`src/rtl/jvm_decode_sequencer_pkg.sv`:
```
// Shared types and opcode constants for the bytecode fetch/decode sequencer.
package jvm_decode_sequencer_pkg;

  // Sequencer phases: opcode fetch, operand fetch, micro-op chain walk.
  typedef enum logic [1:0] {
    StFetchOp    = 2'd0,
    StFetchParam = 2'd1,
    StIterate    = 2'd2
  } state_e;

  localparam logic [7:0] NopOpcode  = 8'h00;
  localparam logic [7:0] WideOpcode = 8'hC4;

endpackage

```
`src/rtl/jvm_operand_collector.sv`:
```
// Operand byte bank: clears on opcode capture, appends one byte per load, flags the final byte.
module jvm_operand_collector #(
  parameter int unsigned MAX_PARAMS = 4,
  parameter int unsigned LenW       = $clog2(2 * MAX_PARAMS + 1)
) (
  input  logic                      clk_i,
  input  logic                      rst_i,
  input  logic                      clear_i,
  input  logic                      load_i,
  input  logic [7:0]                byte_i,
  input  logic [LenW-1:0]           n_i,
  output logic [16*MAX_PARAMS-1:0]  operands_o,
  output logic [LenW-1:0]           operand_len_o,
  output logic                      done_o
);

  localparam int unsigned NumBytes = 2 * MAX_PARAMS;

  logic [16*MAX_PARAMS-1:0] operands_d, operands_q;
  logic [LenW-1:0]          len_d, len_q;
  logic [LenW-1:0]          len_inc;

  assign len_inc = len_q + LenW'(1);

  // Next-state: clear wins over load; a load writes the byte slot indexed by the current length.
  always_comb begin
    operands_d = operands_q;
    len_d      = len_q;
    if (clear_i) begin
      operands_d = '0;
      len_d      = '0;
    end else if (load_i) begin
      for (int unsigned k = 0; k < NumBytes; k++) begin
        if (len_q == LenW'(k)) begin
          operands_d[8*k +: 8] = byte_i;
        end
      end
      len_d = len_inc;
    end
  end

  // Bank registers with synchronous reset.
  always_ff @(posedge clk_i) begin
    if (rst_i) begin
      operands_q <= '0;
      len_q      <= '0;
    end else begin
      operands_q <= operands_d;
      len_q      <= len_d;
    end
  end

  assign done_o        = load_i && (len_inc == n_i);
  assign operands_o    = operands_q;
  assign operand_len_o = len_q;

endmodule

```
`src/rtl/jvm_decode_sequencer.sv`:
```
// Bytecode fetch/decode sequencer: owns the bytecode PC, strips NOP/WIDE prefixes, collects
// operands and walks the micro-op address chain under a valid/ready handshake.
module jvm_decode_sequencer
  import jvm_decode_sequencer_pkg::*;
#(
  parameter int unsigned    PC_W       = 16,
  parameter int unsigned    ADR_W      = 8,
  parameter int unsigned    MAX_PARAMS = 4,
  parameter logic [PC_W-1:0] RESET_PC  = '0,
  parameter int unsigned    CNT_W      = 32
) (
  input  logic                                  clk,
  input  logic                                  reset,
  output logic [PC_W-1:0]                       iram_addr,
  output logic                                  iram_rd,
  input  logic [7:0]                            iram_data,
  input  logic                                  iram_valid,
  input  logic [$clog2(MAX_PARAMS+1):0]         param_count,
  input  logic                                  pc_load,
  input  logic [PC_W-1:0]                       pc_target,
  input  logic [ADR_W-1:0]                      next_adr,
  output logic [ADR_W-1:0]                      com_adr,
  output logic                                  uop_valid,
  input  logic                                  uop_ready,
  output logic [7:0]                            jvm_opcode,
  output logic                                  is_wide,
  output logic [16*MAX_PARAMS-1:0]              operands,
  output logic [$clog2(2*MAX_PARAMS+1)-1:0]     operand_len,
  output logic                                  len_err,
  output logic [CNT_W-1:0]                      retired
);

  localparam int unsigned PCntW = $clog2(MAX_PARAMS + 1) + 1;
  localparam int unsigned LenW  = $clog2(2 * MAX_PARAMS + 1);
  localparam logic [PCntW-1:0] MaxPcnt = PCntW'(MAX_PARAMS);

  state_e            state_d, state_q;
  logic [PC_W-1:0]   pc_d, pc_q;
  logic [ADR_W-1:0]  com_adr_d, com_adr_q;
  logic [7:0]        opcode_d, opcode_q;
  logic              is_wide_d, is_wide_q;
  logic [LenW-1:0]   n_d, n_q;
  logic              len_err_d, len_err_q;
  logic [CNT_W-1:0]  retired_d, retired_q;

  logic              beat;
  logic              col_clear, col_load, col_done;
  logic              over_limit;
  logic [PCntW-1:0]  base_cnt;
  logic [LenW-1:0]   n_new;

  assign iram_rd = ((state_q == StFetchOp) || (state_q == StFetchParam)) && !pc_load;
  assign beat    = iram_rd && iram_valid;

  // Operand count for a freshly fetched opcode; oversize counts clamp to the legal maximum.
  assign over_limit = param_count > MaxPcnt;
  assign base_cnt   = over_limit ? MaxPcnt : param_count;
  assign n_new      = LenW'(base_cnt) << is_wide_q;

  jvm_operand_collector #(
    .MAX_PARAMS (MAX_PARAMS),
    .LenW       (LenW)
  ) u_collector (
    .clk_i         (clk),
    .rst_i         (reset),
    .clear_i       (col_clear),
    .load_i        (col_load),
    .byte_i        (iram_data),
    .n_i           (n_q),
    .operands_o    (operands),
    .operand_len_o (operand_len),
    .done_o        (col_done)
  );

  // Next-state and datapath control; a redirect overrides the state and PC last.
  always_comb begin
    state_d   = state_q;
    pc_d      = pc_q;
    com_adr_d = com_adr_q;
    opcode_d  = opcode_q;
    is_wide_d = is_wide_q;
    n_d       = n_q;
    len_err_d = len_err_q;
    retired_d = retired_q;
    col_clear = 1'b0;
    col_load  = 1'b0;

    unique case (state_q)
      StFetchOp: begin
        if (beat) begin
          pc_d = pc_q + PC_W'(1);
          if (iram_data == NopOpcode) begin
            // Prefix-free filler: consume and stay.
          end else if (iram_data == WideOpcode) begin
            is_wide_d = 1'b1;
          end else begin
            opcode_d  = iram_data;
            col_clear = 1'b1;
            n_d       = n_new;
            if (over_limit) begin
              len_err_d = 1'b1;
            end
            if (n_new == '0) begin
              state_d   = StIterate;
              com_adr_d = ADR_W'(iram_data);
            end else begin
              state_d = StFetchParam;
            end
          end
        end
      end
      StFetchParam: begin
        if (beat) begin
          col_load = 1'b1;
          pc_d     = pc_q + PC_W'(1);
          if (col_done) begin
            state_d   = StIterate;
            com_adr_d = ADR_W'(opcode_q);
          end
        end
      end
      StIterate: begin
        if (uop_ready) begin
          if (next_adr == '0) begin
            is_wide_d = 1'b0;
            retired_d = retired_q + CNT_W'(1);
            state_d   = StFetchOp;
          end else begin
            com_adr_d = next_adr;
          end
        end
      end
      default: state_d = StFetchOp;
    endcase

    if (pc_load) begin
      pc_d      = pc_target;
      is_wide_d = 1'b0;
      state_d   = StFetchOp;
    end
  end

  // State and datapath registers with synchronous reset.
  always_ff @(posedge clk) begin
    if (reset) begin
      state_q   <= StFetchOp;
      pc_q      <= RESET_PC;
      com_adr_q <= '0;
      opcode_q  <= '0;
      is_wide_q <= 1'b0;
      n_q       <= '0;
      len_err_q <= 1'b0;
      retired_q <= '0;
    end else begin
      state_q   <= state_d;
      pc_q      <= pc_d;
      com_adr_q <= com_adr_d;
      opcode_q  <= opcode_d;
      is_wide_q <= is_wide_d;
      n_q       <= n_d;
      len_err_q <= len_err_d;
      retired_q <= retired_d;
    end
  end

  assign iram_addr  = pc_q;
  assign com_adr    = com_adr_q;
  assign uop_valid  = (state_q == StIterate);
  assign jvm_opcode = opcode_q;
  assign is_wide    = is_wide_q;
  assign len_err    = len_err_q;
  assign retired    = retired_q;

endmodule
```
`config.mk`:
```
export PLATFORM = sky130hd
export DESIGN_NAME = jvm_decode_sequencer
export DESIGN_NICKNAME = d
export VERILOG_FILES = /design/src/rtl/jvm_decode_sequencer_pkg.sv /design/src/rtl/jvm_operand_collector.sv /design/src/rtl/jvm_decode_sequencer.sv
export SDC_FILE = /design/constraint.sdc
export NUM_CORES = 1
export LEC_CHECK = 0
export ABC_AREA = 1
export CELL_PAD_IN_SITES_DETAIL_PLACEMENT = 1
export CELL_PAD_IN_SITES_GLOBAL_PLACEMENT = 1
export CORE_ASPECT_RATIO = 0.75
export CORE_MARGIN = 4
export CORE_UTILIZATION = 37
export DETAILED_ROUTE_END_ITERATION = 16
export GPL_TIMING_DRIVEN = 0
export PLACE_DENSITY = 0.92
export SLEW_MARGIN = 5
export SYNTH_ARGS = -nofsm -noshare
export SYNTH_HDL_FRONTEND = slang
export SYNTH_SLANG_ARGS = --single-unit
export TNS_END_PERCENT = 1
```
`constraint.sdc`:
```
create_clock -name clk -period 5.9 [get_ports clk]
set_clock_uncertainty 0.15 [all_clocks]
set_input_delay 0.885 -clock clk [delete_from_list [all_inputs] [get_ports clk]]
set_output_delay 0.885 -clock clk [all_outputs]
set_load 0.05 [all_outputs]
```
==> run_1/met1.png <==
Supply wires on this layer in gray.
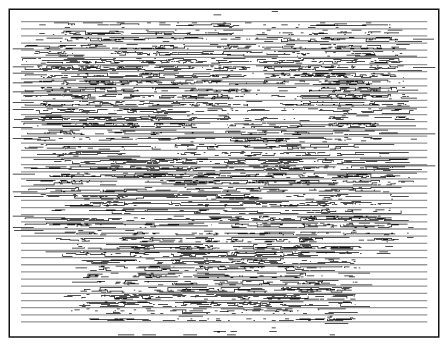
nets with wire on the layer: 1,105
main direction: horizontal
longest straight run: 55.7 µm
met1 track demand over resource in global routing: 0.339
wire length reported by the detailed router: 25,600 µm

==> run_1/met2.png <==
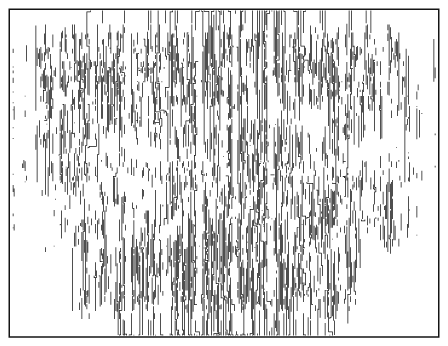
wire length on this layer: 11,800 µm
nets with wire on the layer: 1,056
grt met2 use: 0.406
total vias in the final route: 7,307

==> impl_metrics.tcl, run 1 <==
# yosys + openroad results
set metrics [dict create \
    run_status "completed" \
    power.density_mw_per_mm2 268 \
    worstPathRequired_ps 4870 \
    max_slew.worst_pin.slew_ps 701 \
    numCtsBuffers 17 \
    drtPass1Iterations 5 \
    critical-path-slowest-cell "sky130_fd_sc_hd__clkdlybuf4s50_1" \
    final.period_utilization 0.584 \
    clock_tree_from_tritoncts "built" \
    route.detailed.vias_per_inst 5.28 \
    core_area_mm2 0.0177 \
    whs_path_depth 2 \
    grt_pass1_wl_um 40300 \
    setup_viol 0 \
    grtUsageTotal 0.253 \
    cts.htree.levels 4 \
    yosys_warnings 0 \
    layout.cells.most_common "sky130_fd_sc_hd__nand2_1" \
    detailedRoute.firstIterationViolations 472 \
    synth.avg_cell_area_um2 7.11 \
    worst-setup-path-type "reg2out" \
    remaining_drc_errors 0 \
    cpMostUsedCell "sky130_fd_sc_hd__inv_1" \
    netlist_instances 935 \
    antenna_left 0 \
    flow.area_growth_from_synthesis_pct 40.6 \
    r2r_start "state_q[1]" \
    sink_of_the_worst_hold_path "len_err" \
    clock_sinks 140 \
    max_cap_violations 0 \
    cellLeakagePower_nw 3.57 \
    antenna_found_initial 1 \
    fp-row-count 42 \
    finalSetupTns_ps 0 \
    critPathTopFamily "buffers and inverters" \
    timing.critical_path.cells "inv_1 > ha_1 > inv_1 > a21oi_2 > clkdlybuf4s50_1" \
    ys_types 44 \
    cts-resized-gates 0 \
    floorplan.die.height_um 124 \
    synth.yosys.chip_area_mm2 0.00665 \
    count_of_buffers_inserted_at_the_top_level_ports 174 \
    cts.clk_slew.worst_paths_ps 60 \
    io_pins 177 \
    hold_path.startpoint "len_err" \
    r2r-end "u_collector.operands_o[38]" \
    detailedPlacementHpwl_um 19000 \
    path_category_of_the_worst_min_delay_check "reg2reg" \
    gr-total-overflow 0 \
    ys_ff 140 \
    critical_path_peak_fanout 8 \
    drv_slew 0 \
    post_drt_wl_per_cell_um 18.5 \
    grt_max_degree 17 \
    initial_standard_cell_utilization_of_the_core 0.377 \
    place.gp.congestion 0.862 \
    utilization 0.530 \
    die_width_um 163 \
    deepest_clock_path_buffer_count 2 \
    worst_ep_arrival_time_ps 2410 \
    worst-r2r-cell-count 9 \
    hold_violation_count_in_the_final_report 0 \
    vdd_drop_max_v 0.000127 \
    synth.yosys.seq_area_share 0.421 \
    clk_root_buffer_cell "sky130_fd_sc_hd__clkbuf_16" \
    power_mw 2.50 \
    final_layout_top_logic_cells "204 x sky130_fd_sc_hd__nand2_1, 174 x sky130_fd_sc_hd__clkdlybuf4s50_1, 140 x sky130_fd_sc_hd__dfxtp_1, 112 x sky130_fd_sc_hd__nor2_1, 109 x sky130_fd_sc_hd__a21oi_1" \
    synthesis.area_mm2 0.00665 \
    worst_setup_path_start_kind "flop" \
    openroad.warnings 32 \
    rrSetupSlack_ps 3230 \
    timing.slew.headroom 0.533 \
    yosys_stat_cell_total 935 \
    worst_setup_path_endpoint "iram_rd" \
    syn-num-nets 986 \
    critPathMaxStageDelay_ps 850 \
    critPathLaunch "state_q[1]" \
    final_nets 1179 \
    max_freq_ghz 0.290 \
    setup_buffers_after_cts 0 \
    critical_path_depth 5 \
    end_kind "output pin" \
    clk-insertion-delay-late_ps 430 \
    vias_in_the_first_global_route 7448 \
    path_buffers 3 \
    rsz0062_at_grt "no" \
    floorplan.die_area_mm2 0.0202 \
    final.min_clock_period_ps 3450 \
    final_layout_size_suffix_gt1_frac 0.0649 \
    post_cts_hold_buffer_count 0 \
]
==> run_1/met3.png <==
Bar = 50 µm. Cells faint in the background.
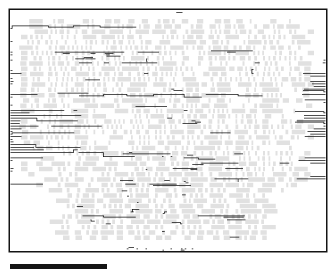
nets with wire on the layer: 123
wire length on this layer: 1,300 µm
share of all routed wire: 5.1%
fraction of met3 tracks used by global routing: 0.0582

-- run 1: Yosys cell counts, drive strengths merged --
master | count | area [µm²]
a32oi | 1 | 8.76
nor4 | 2 | 42.5
nand3b | 3 | 22.5
o311ai | 2 | 17.5
a21oi | 110 | 554
o21ai | 105 | 529
nand2 | 207 | 790
o211ai | 2 | 15.0
nand4 | 15 | 93.8
xnor2 | 1 | 8.76
o21bai | 1 | 7.51
clkbuf | 21 | 86.3
nor3 | 19 | 106
nand3 | 30 | 163
nor2 | 121 | 547
nor3b | 1 | 7.51
o21a | 4 | 30.0
inv | 87 | 327
clkinv | 7 | 26.3
o22ai | 3 | 18.8
ha | 10 | 125
o221ai | 1 | 8.76
buf | 16 | 116
a221oi | 1 | 8.76
xor2 | 11 | 96.3
and3 | 1 | 6.26
dfxtp | 140 | 2800
o31ai | 1 | 7.51
a2bb2oi | 1 | 8.76
a31oi | 11 | 68.8
-- run 1: where the power goes --
group / leakage, nW / internal, mW / switching, mW / total, mW
registers: 1.13 / 0.967 / 0.0205 / 0.987
clock network: 0.314 / 0.746 / 0.444 / 1.19
logic: 2.12 / 0.107 / 0.220 / 0.327
total: 3.57 / 1.82 / 0.685 / 2.50
-- run 1: state kept, by name, indices dropped and copies added, names as in the netlist --
signal / cells
com_adr: 8
iram_addr: 16
is_wide: 1
jvm_opcode: 8
len_err: 1
n_q: 4
retired: 32
state_q: 2
u_collector.operand_len_o: 4
u_collector.operands_o: 64
-- run 1: layout make-up --
| type | count | area [µm²] |
|---|---|---|
| fill | 2231 | 8310 |
| multi-input combinational | 664 | 3290 |
| sequential | 140 | 2800 |
| timing repair buffer | 174 | 1740 |
| clock buffer | 20 | 467 |
| inverter | 94 | 353 |
| tap | 242 | 303 |
| buffer | 37 | 203 |
| clock inverter | 12 | 184 |
| antenna | 2 | 5.00 |
-- run 1: metrics by stage --
step           hold slack (ps)  cell area (µm²)  worst slack (ps)  cells
6_report                   318             9350              2450   1385
3_3_place_gp               293             8690              2580   1351
4_1_cts                    322             9350              2460   1383
5_1_grt                    363             9350              2360   1384
2_1_floorplan              313             6650              3230    935
3_5_place_dp               306             8690              2370   1351
-- run 1: cells by family (layout without fill, tap and decap cells) --
kind of cell | count (synthesis) | after routing | synth area share
other cells | 0 | 2 | 0
simple gates | 399 | 399 | 0.267
buf+inv | 131 | 337 | 0.0835
fa+ha+maj | 10 | 10 | 0.0188
compound gates | 243 | 243 | 0.193
xor+xnor | 12 | 12 | 0.0158
flops | 140 | 140 | 0.421
-- run 1: per-layer routing --
| metal | share of wire | wire length, µm | global-route usage |
|---|---|---|---|
| met1 | 0.46 | 11800 | 0.339 |
| met2 | 0.46 | 11800 | 0.406 |
| met5 | 0 | 0 | 0 |
| met4 | 0.022 | 567 | 0.0859 |
| met3 | 0.051 | 1300 | 0.0582 |
-- run 1: worst min-delay path, cell delays in order, from the launching register on --
cell	delay, ps
sky130_fd_sc_hd__dfxtp_1	330
sky130_fd_sc_hd__nand2_1	50
sky130_fd_sc_hd__o21ai_0	60
## Run 2: what changed since run 1
--- a/config.mk
+++ b/config.mk
@@ -10,10 +10,10 @@
 export CELL_PAD_IN_SITES_GLOBAL_PLACEMENT = 1
 export CORE_ASPECT_RATIO = 0.75
 export CORE_MARGIN = 4
-export CORE_UTILIZATION = 37
+export CORE_UTILIZATION = 34
 export DETAILED_ROUTE_END_ITERATION = 16
 export GPL_TIMING_DRIVEN = 0
-export PLACE_DENSITY = 0.92
+export PLACE_DENSITY = 0.86
 export SLEW_MARGIN = 5
 export SYNTH_ARGS = -nofsm -noshare
 export SYNTH_HDL_FRONTEND = slang
==> constraint.sdc (replaced) <==
create_clock -name clk -period 3.26 [get_ports clk]
set_clock_uncertainty 0.15 [all_clocks]
set_input_delay 0.489 -clock clk [delete_from_list [all_inputs] [get_ports clk]]
set_output_delay 0.489 -clock clk [all_outputs]
set_load 0.05 [all_outputs]
==> run 2 against run 1 <==
  * Combinational power rose by 79%
  * First-iteration DRC count shrank 14%
  * Via count shrank 2.4%
  * Clock power up 68%
  * Routed wire length decreased by 0.29%
  * Largest cell class unchanged
==> impl_metrics.tcl, run 2 <==
# yosys + openroad results
set metrics [dict create \
    post-route-worst-setup-slack_ps 210 \
    post-synth-top-area-fraction 0.421 \
    synth-xor-area-share 0.0158 \
    antenna_found_initial 3 \
    vias_in_the_first_global_route 7476 \
    post_cts_hold_buffer_count 0 \
    post_drt_wl_per_cell_um 18.3 \
    hold_ws_ps 323 \
    placed_cell_area_mm2 0.00870 \
    synth.yosys.chip_area_mm2 0.00665 \
    detailedRoute.firstIterationViolations 404 \
    synth.avg_cell_area_um2 7.11 \
    vdd_drop_max_v 0.000288 \
    cpMostUsedCell "sky130_fd_sc_hd__inv_1" \
    cts.htree.levels 4 \
    ys_types 44 \
    worst_setup_path_start_kind "flop" \
    topCombFamilyByArea "simple AND/OR/NAND/NOR gates" \
    remaining_drc_errors 0 \
    synth-async-reset-ratio 0 \
    io_pins 177 \
    end_kind "output pin" \
    stdcell_area_mm2 0.00930 \
    drv_slew 0 \
    timing.critical_path.cells "inv_1 > ha_1 > inv_1 > a21oi_2 > clkdlybuf4s50_1" \
    flow.area_growth_from_synthesis_pct 39.8 \
    final_nets 1179 \
    route.detailed.vias_per_inst 5.13 \
    worst-r2r-cell-count 9 \
    grt_max_degree 17 \
    place.gp.congestion 0.893 \
    gr-total-overflow 0 \
    final_layout_size_suffix_gt1_frac 0.0614 \
    path_category_of_the_worst_min_delay_check "reg2reg" \
    enable_flop_cells 0 \
    numCtsBuffers 17 \
    post_synth_main_area_contributors "sky130_fd_sc_hd__dfxtp_1 42%, sky130_fd_sc_hd__nand2_1 12%, sky130_fd_sc_hd__a21oi_1 8.2%" \
    critical_path_peak_fanout 8 \
    worst_ep_arrival_time_ps 2410 \
    detailedPlacementHpwl_um 19200 \
    finalSetupTns_ps 0 \
    post-synth-top-count-cell "sky130_fd_sc_hd__nand2_1" \
    critical-path-slowest-cell "sky130_fd_sc_hd__clkdlybuf4s50_1" \
    final_layout_top_logic_cells "204 x sky130_fd_sc_hd__nand2_1, 174 x sky130_fd_sc_hd__clkdlybuf4s50_1, 140 x sky130_fd_sc_hd__dfxtp_1, 112 x sky130_fd_sc_hd__nor2_1, 109 x sky130_fd_sc_hd__a21oi_1" \
    die_width_um 169 \
    count_of_buffers_inserted_at_the_top_level_ports 174 \
    clk_root_buffer_cell "sky130_fd_sc_hd__clkbuf_16" \
    grtUsageTotal 0.233 \
    synthesis.area_mm2 0.00665 \
    aoi_share 0.193 \
    clock_tree_from_tritoncts "built" \
    floorplan.die.height_um 129 \
    cellLeakagePower_nw 3.53 \
    layout.cells.most_common "sky130_fd_sc_hd__nand2_1" \
    yosys_warnings 0 \
    final.period_utilization 0.936 \
    setup_buffers_after_cts 0 \
    yosys.area.top_type "sky130_fd_sc_hd__dfxtp_1" \
    initial_standard_cell_utilization_of_the_core 0.353 \
    wl_met1_um 11800 \
    core_area_mm2 0.0188 \
    max_cap_violations 0 \
    critPathMaxStageDelay_ps 840 \
    setup_viol 0 \
    run_status "completed" \
    rsz0062_at_grt "no" \
    openroad.warnings 32 \
    grt_pass1_wl_um 40200 \
    syn-num-nets 986 \
    power.density_mw_per_mm2 470 \
    met2RoutedLength_um 11900 \
    clock_sinks 140 \
    final.min_clock_period_ps 3050 \
    met3_length_um 1240 \
    synthSimpleGateAreaFrac 0.267 \
    worstPathRequired_ps 2620 \
    max_slew.worst_pin.slew_ps 762 \
    synth.yosys.seq_area_share 0.421 \
    worst-setup-path-type "reg2out" \
    drtPass1Iterations 4 \
    netlist_instances 935 \
    floorplan.die_area_mm2 0.0219 \
    synth_adder_area_share 0.0188 \
    whs_path_depth 2 \
    cts-resized-gates 0 \
    ys_ff 140 \
    ys_dominant_reg_cell "sky130_fd_sc_hd__dfxtp_1" \
    clk-insertion-delay-late_ps 430 \
    antenna_left 0 \
    synth.top_cells.by_count "204 x sky130_fd_sc_hd__nand2_1, 140 x sky130_fd_sc_hd__dfxtp_1, 112 x sky130_fd_sc_hd__nor2_1, 109 x sky130_fd_sc_hd__a21oi_1, 91 x sky130_fd_sc_hd__o21ai_0" \
    preCtsSetupSlack_ps 215 \
    cts.clk_slew.worst_paths_ps 60 \
    hold_violation_count_in_the_final_report 0 \
    synth.mux.area_fraction 0 \
    timing.slew.headroom 0.492 \
    max_freq_ghz 0.328 \
    deepest_clock_path_buffer_count 2 \
    highest-signal-layer "met5" \
    largest_register_ff_count 64 \
    yosys_stat_cell_total 935 \
    fp-row-count 43 \
]
-- run 2: cell types whose count changed in the layout (fill, tap and decap cells not counted) --
cell,previous run,this run
sky130_fd_sc_hd__inv_6,3,0
sky130_fd_sc_hd__clkbuf_1,15,18
sky130_fd_sc_hd__bufinv_16,4,3
sky130_fd_sc_hd__clkinvlp_4,2,4
sky130_fd_sc_hd__clkbuf_8,3,1
-- run 2: per-layer routing --
metal  up-vias  GRT usage
met5         -          0
met4         2     0.0748
met3        33     0.0610
met2       176      0.380
met1      3447      0.303
li1       3472          -
-- run 2: stage by stage --
step | std cells | power [mW] | utilization
final | 1389 | 4.37 | 0.494
after floorplan | 935 | 2.18 | -
after global placement | 1356 | 2.39 | 0.462
after CTS | 1387 | 4.40 | 0.494
after global routing | 1389 | 4.53 | 0.494
after detailed placement | 1356 | 2.40 | 0.462
-- run 2: critical path: cells and delay by family, from the launching register on --
family,cells,cell delay [ps]
AND-OR/OR-AND,1,190
flip-flops,1,350
adder cells (fa/ha/maj),1,380
buffers and inverters,3,1080
-- run 2: final cells by class --
cell class / count / area [µm²]
fill: 2376 / 9530
multi-input combinational: 664 / 3290
sequential: 140 / 2800
timing repair buffer: 174 / 1740
clock buffer: 21 / 450
inverter: 94 / 353
tap: 247 / 309
buffer: 37 / 203
clock inverter: 10 / 143
antenna: 2 / 5.00
-- run 2: cell families after synthesis --
kind of cell               count (synthesis)
xor gates and xnor gates                  12
and+or+nand+nor                          399
AOI/OAI and AO/OA                        243
buffers and inverters                    131
adders and majority gates                 10
DFF                                      140
-- run 2: where the power goes --
group | total [mW] | internal, mW | switching [mW]
clock | 2.00 | 1.22 | 0.777
sequential | 1.79 | 1.75 | 0.0370
combinational | 0.585 | 0.193 | 0.392
-- run 2: worst paths after layout --
path / start / endpoint / slack, ps
setup / recovery: state_q[1] / iram_rd / 210
hold / removal: len_err / len_err / 320
setup reg to reg: state_q[1] / u_collector.operands_o[39] / 650
hold reg to reg: len_err / len_err / 320
==> run_2/met2.png <==
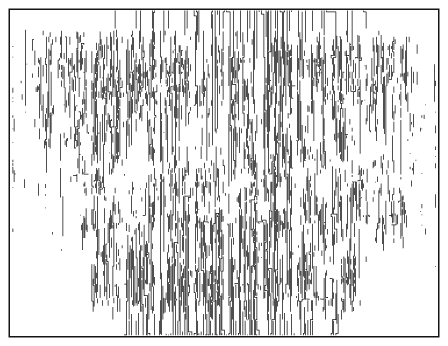
wire length on this layer: 11,900 µm
nets with wire on the layer: 1,044
share of all routed wire: 47%
wire length reported by the detailed router: 25,500 µm
total vias in the final route: 7,130

==> run_2/met3.png <==
Bar = 50 µm. Cells faint in the background.
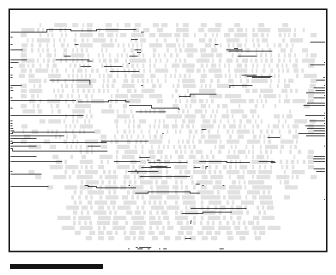
main direction: horizontal
wire length on this layer: 1,240 µm
fraction of met3 tracks used by global routing: 0.0610

## Run 3: what changed since run 2
--- a/config.mk
+++ b/config.mk
@@ -6,6 +6,7 @@
 export NUM_CORES = 1
 export LEC_CHECK = 0
 export ABC_AREA = 1
+export CAP_MARGIN = 10
 export CELL_PAD_IN_SITES_DETAIL_PLACEMENT = 1
 export CELL_PAD_IN_SITES_GLOBAL_PLACEMENT = 1
 export CORE_ASPECT_RATIO = 0.75
==> run_3/final_clocks.png <==
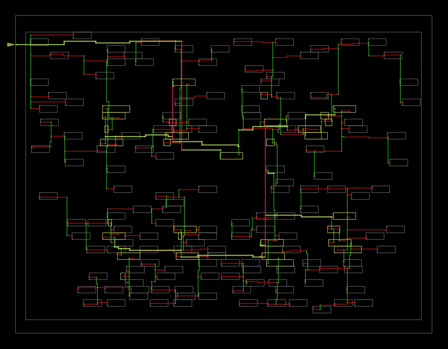
number of clock sinks seen by CTS: 140
layout sequential cell count: 140
number of buffers inserted during clock tree synthesis: 17
number of clock-tree buffers in the layout: 21
clock network power: 2.00 mW

==> run_3/met1.png <==
Supply wires on this layer in gray.
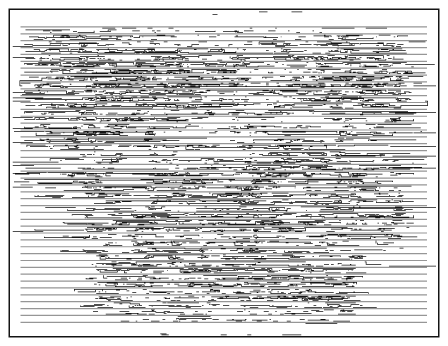
share of all routed wire: 46%
longest straight run: 67.2 µm
nets with wire on the layer: 1,103
wire length on this layer: 11,800 µm
met1 track demand over resource in global routing: 0.303

==> run 3 against run 2 <==
  * Worst setup slack is the same
  * Power is the same
  * Die size is the same
  * First-iteration DRC count is the same
==> impl_metrics.tcl, run 3 <==
# yosys + openroad results
set metrics [dict create \
    final_layout_top_logic_cells "204 x sky130_fd_sc_hd__nand2_1, 174 x sky130_fd_sc_hd__clkdlybuf4s50_1, 140 x sky130_fd_sc_hd__dfxtp_1, 112 x sky130_fd_sc_hd__nor2_1, 109 x sky130_fd_sc_hd__a21oi_1" \
    run_status "completed" \
    ys_ff 140 \
    count_of_buffers_inserted_at_the_top_level_ports 174 \
    net-switching-power_mw 1.21 \
    post_drt_wl_per_cell_um 18.3 \
    clk_root_buffer_cell "sky130_fd_sc_hd__clkbuf_16" \
    detailedRoute.firstIterationViolations 404 \
    synth.yosys.seq_area_share 0.421 \
    drv_slew 0 \
    r2r_start "state_q[1]" \
    route.final.wire_length_um 25500 \
    layout.cells.most_common "sky130_fd_sc_hd__nand2_1" \
    hold_violation_count_in_the_final_report 0 \
    final.min_clock_period_ps 3050 \
    synth.avg_cell_area_um2 7.11 \
    numPlacedInstances 1356 \
    setup_buffers_after_cts 0 \
    antenna_found_initial 3 \
    yosys_warnings 0 \
    final.period_utilization 0.936 \
    critPathLaunch "state_q[1]" \
    gr-total-overflow 0 \
    route.vias.total 7130 \
    vdd_drop_max_v 0.000288 \
    vias_in_the_first_global_route 7476 \
    route.detailed.vias_per_inst 5.13 \
    synth.top_cells.by_count "204 x sky130_fd_sc_hd__nand2_1, 140 x sky130_fd_sc_hd__dfxtp_1, 112 x sky130_fd_sc_hd__nor2_1, 109 x sky130_fd_sc_hd__a21oi_1, 91 x sky130_fd_sc_hd__o21ai_0" \
    yosys.area.top_type "sky130_fd_sc_hd__dfxtp_1" \
    end_kind "output pin" \
    largest_register_ff_count 64 \
    synthesis.area_mm2 0.00665 \
    cellInternalPower_mw 3.16 \
    die_width_um 169 \
    worst-setup-path-type "reg2out" \
    floorplan.die_area_mm2 0.0219 \
    cellLeakagePower_nw 3.53 \
    post-synth-top-count-cell "sky130_fd_sc_hd__nand2_1" \
    final_layout_size_suffix_gt1_frac 0.0614 \
    worst_setup_path_start_kind "flop" \
    openroad.warnings 32 \
    post_synth_main_area_contributors "sky130_fd_sc_hd__dfxtp_1 42%, sky130_fd_sc_hd__nand2_1 12%, sky130_fd_sc_hd__a21oi_1 8.2%" \
    cts.clk_slew.worst_paths_ps 60 \
    worst_ep_arrival_time_ps 2410 \
    power.sequential.fraction 0.409 \
    deepest_clock_path_buffer_count 2 \
    clk-insertion-delay-late_ps 430 \
    max_freq_ghz 0.328 \
    syn-num-nets 986 \
    p_sw_frac 0.276 \
    hold_path.startpoint "len_err" \
    io_pins 177 \
    initial_standard_cell_utilization_of_the_core 0.353 \
    ys_dominant_reg_cell "sky130_fd_sc_hd__dfxtp_1" \
    cts-resized-gates 0 \
    hold_ws_ps 323 \
    drtPass1Iterations 4 \
    setup_viol 0 \
    max_cap_violations 0 \
    place.gp.congestion 0.893 \
    fp-row-count 43 \
    grt_pass1_wl_um 40200 \
    grtUsageTotal 0.233 \
    detailedPlacementHpwl_um 19200 \
    final_nets 1179 \
    cts.htree.levels 4 \
    combinationalPowerShare 0.134 \
    core_area_mm2 0.0188 \
    rsz0062_at_grt "no" \
    post_cts_hold_buffer_count 0 \
    grt_max_degree 17 \
    max_slew.worst_pin.slew_ps 762 \
    remaining_drc_errors 0 \
    power.density_mw_per_mm2 470 \
    flow.area_growth_from_synthesis_pct 39.8 \
    critical_path_peak_fanout 8 \
    floorplan.die.height_um 129 \
    netlist_instances 935 \
    path_category_of_the_worst_min_delay_check "reg2reg" \
    power.clock.fraction 0.457 \
    synth.yosys.chip_area_mm2 0.00665 \
    synth-async-reset-ratio 0 \
    post-synth-top-area-fraction 0.421 \
    ys_types 44 \
    yosys_stat_cell_total 935 \
    worstPathRequired_ps 2620 \
    antenna_left 0 \
    timing.slew.headroom 0.492 \
    enable_flop_cells 0 \
    final_cells 1389 \
    clock_tree_from_tritoncts "built" \
    finalSetupTns_ps 0 \
]
[run 3: cell counts after synthesis]
Identical to the previous run, type by type.
[run 3: worst paths after layout]
| path | endpoint | slack (ps) | depth (start not counted) |
|---|---|---|---|
| worst min register to register | len_err | 320 | 2 |
| worst max register to register | u_collector.operands_o[39] | 650 | 9 |
| worst max-delay path | iram_rd | 210 | 5 |
| worst min-delay path | len_err | 320 | 2 |
[run 3: final cells by class]
type | instances | area, µm²
clock buffers | 21 | 450
diodes | 2 | 5.00
plain buffers | 37 | 203
repair buffers | 174 | 1740
fillers | 2376 | 9530
multi-input cells | 664 | 3290
flip-flops and latches | 140 | 2800
inverters | 94 | 353
well taps | 247 | 309
clock inverters | 10 | 143
[run 3: logic make-up after synthesis]
group	after synthesis	synth area share
DFF	140	0.421
xor gates and xnor gates	12	0.0158
AOI/OAI and AO/OA	243	0.193
buffers and inverters	131	0.0835
and+or+nand+nor	399	0.267
adders and majority gates	10	0.0188
[run 3: worst max-delay path, cell delays in order (launching register included)]
cell	delay [ps]
sky130_fd_sc_hd__dfxtp_1	350
sky130_fd_sc_hd__inv_1	120
sky130_fd_sc_hd__ha_1	380
sky130_fd_sc_hd__inv_1	120
sky130_fd_sc_hd__a21oi_2	190
sky130_fd_sc_hd__clkdlybuf4s50_1	840
[run 3: power groups by stage]
stage	registers, mW	clock network (mW)	logic [mW]
2_1_floorplan	1.93	0	0.243
3_3_place_gp	1.82	0	0.569
3_5_place_dp	1.82	0	0.581
4_1_cts	1.79	2.02	0.587
5_1_grt	1.79	2.11	0.634
6_report	1.79	2.00	0.585
[run 3: through the flow]
stage / area (µm²) / total power [mW] / setup WS, ps / utilization
2_1_floorplan: 6650 / 2.18 / 895 / -
3_3_place_gp: 8700 / 2.39 / 301 / 0.462
3_5_place_dp: 8700 / 2.40 / 215 / 0.462
4_1_cts: 9290 / 4.40 / 204 / 0.494
5_1_grt: 9300 / 4.53 / 76.4 / 0.494
6_report: 9300 / 4.37 / 210 / 0.494
[run 3: routing by layer]
layer / track usage / routed length [µm] / vias up
met2: 0.380 / 11900 / 176
li1: - / - / 3472
met3: 0.0610 / 1240 / 33
met4: 0.0748 / 537 / 2
met1: 0.303 / 11800 / 3447
met5: 0 / 12 / -
No activity file was given, so power comes from the tool's default toggle rates.
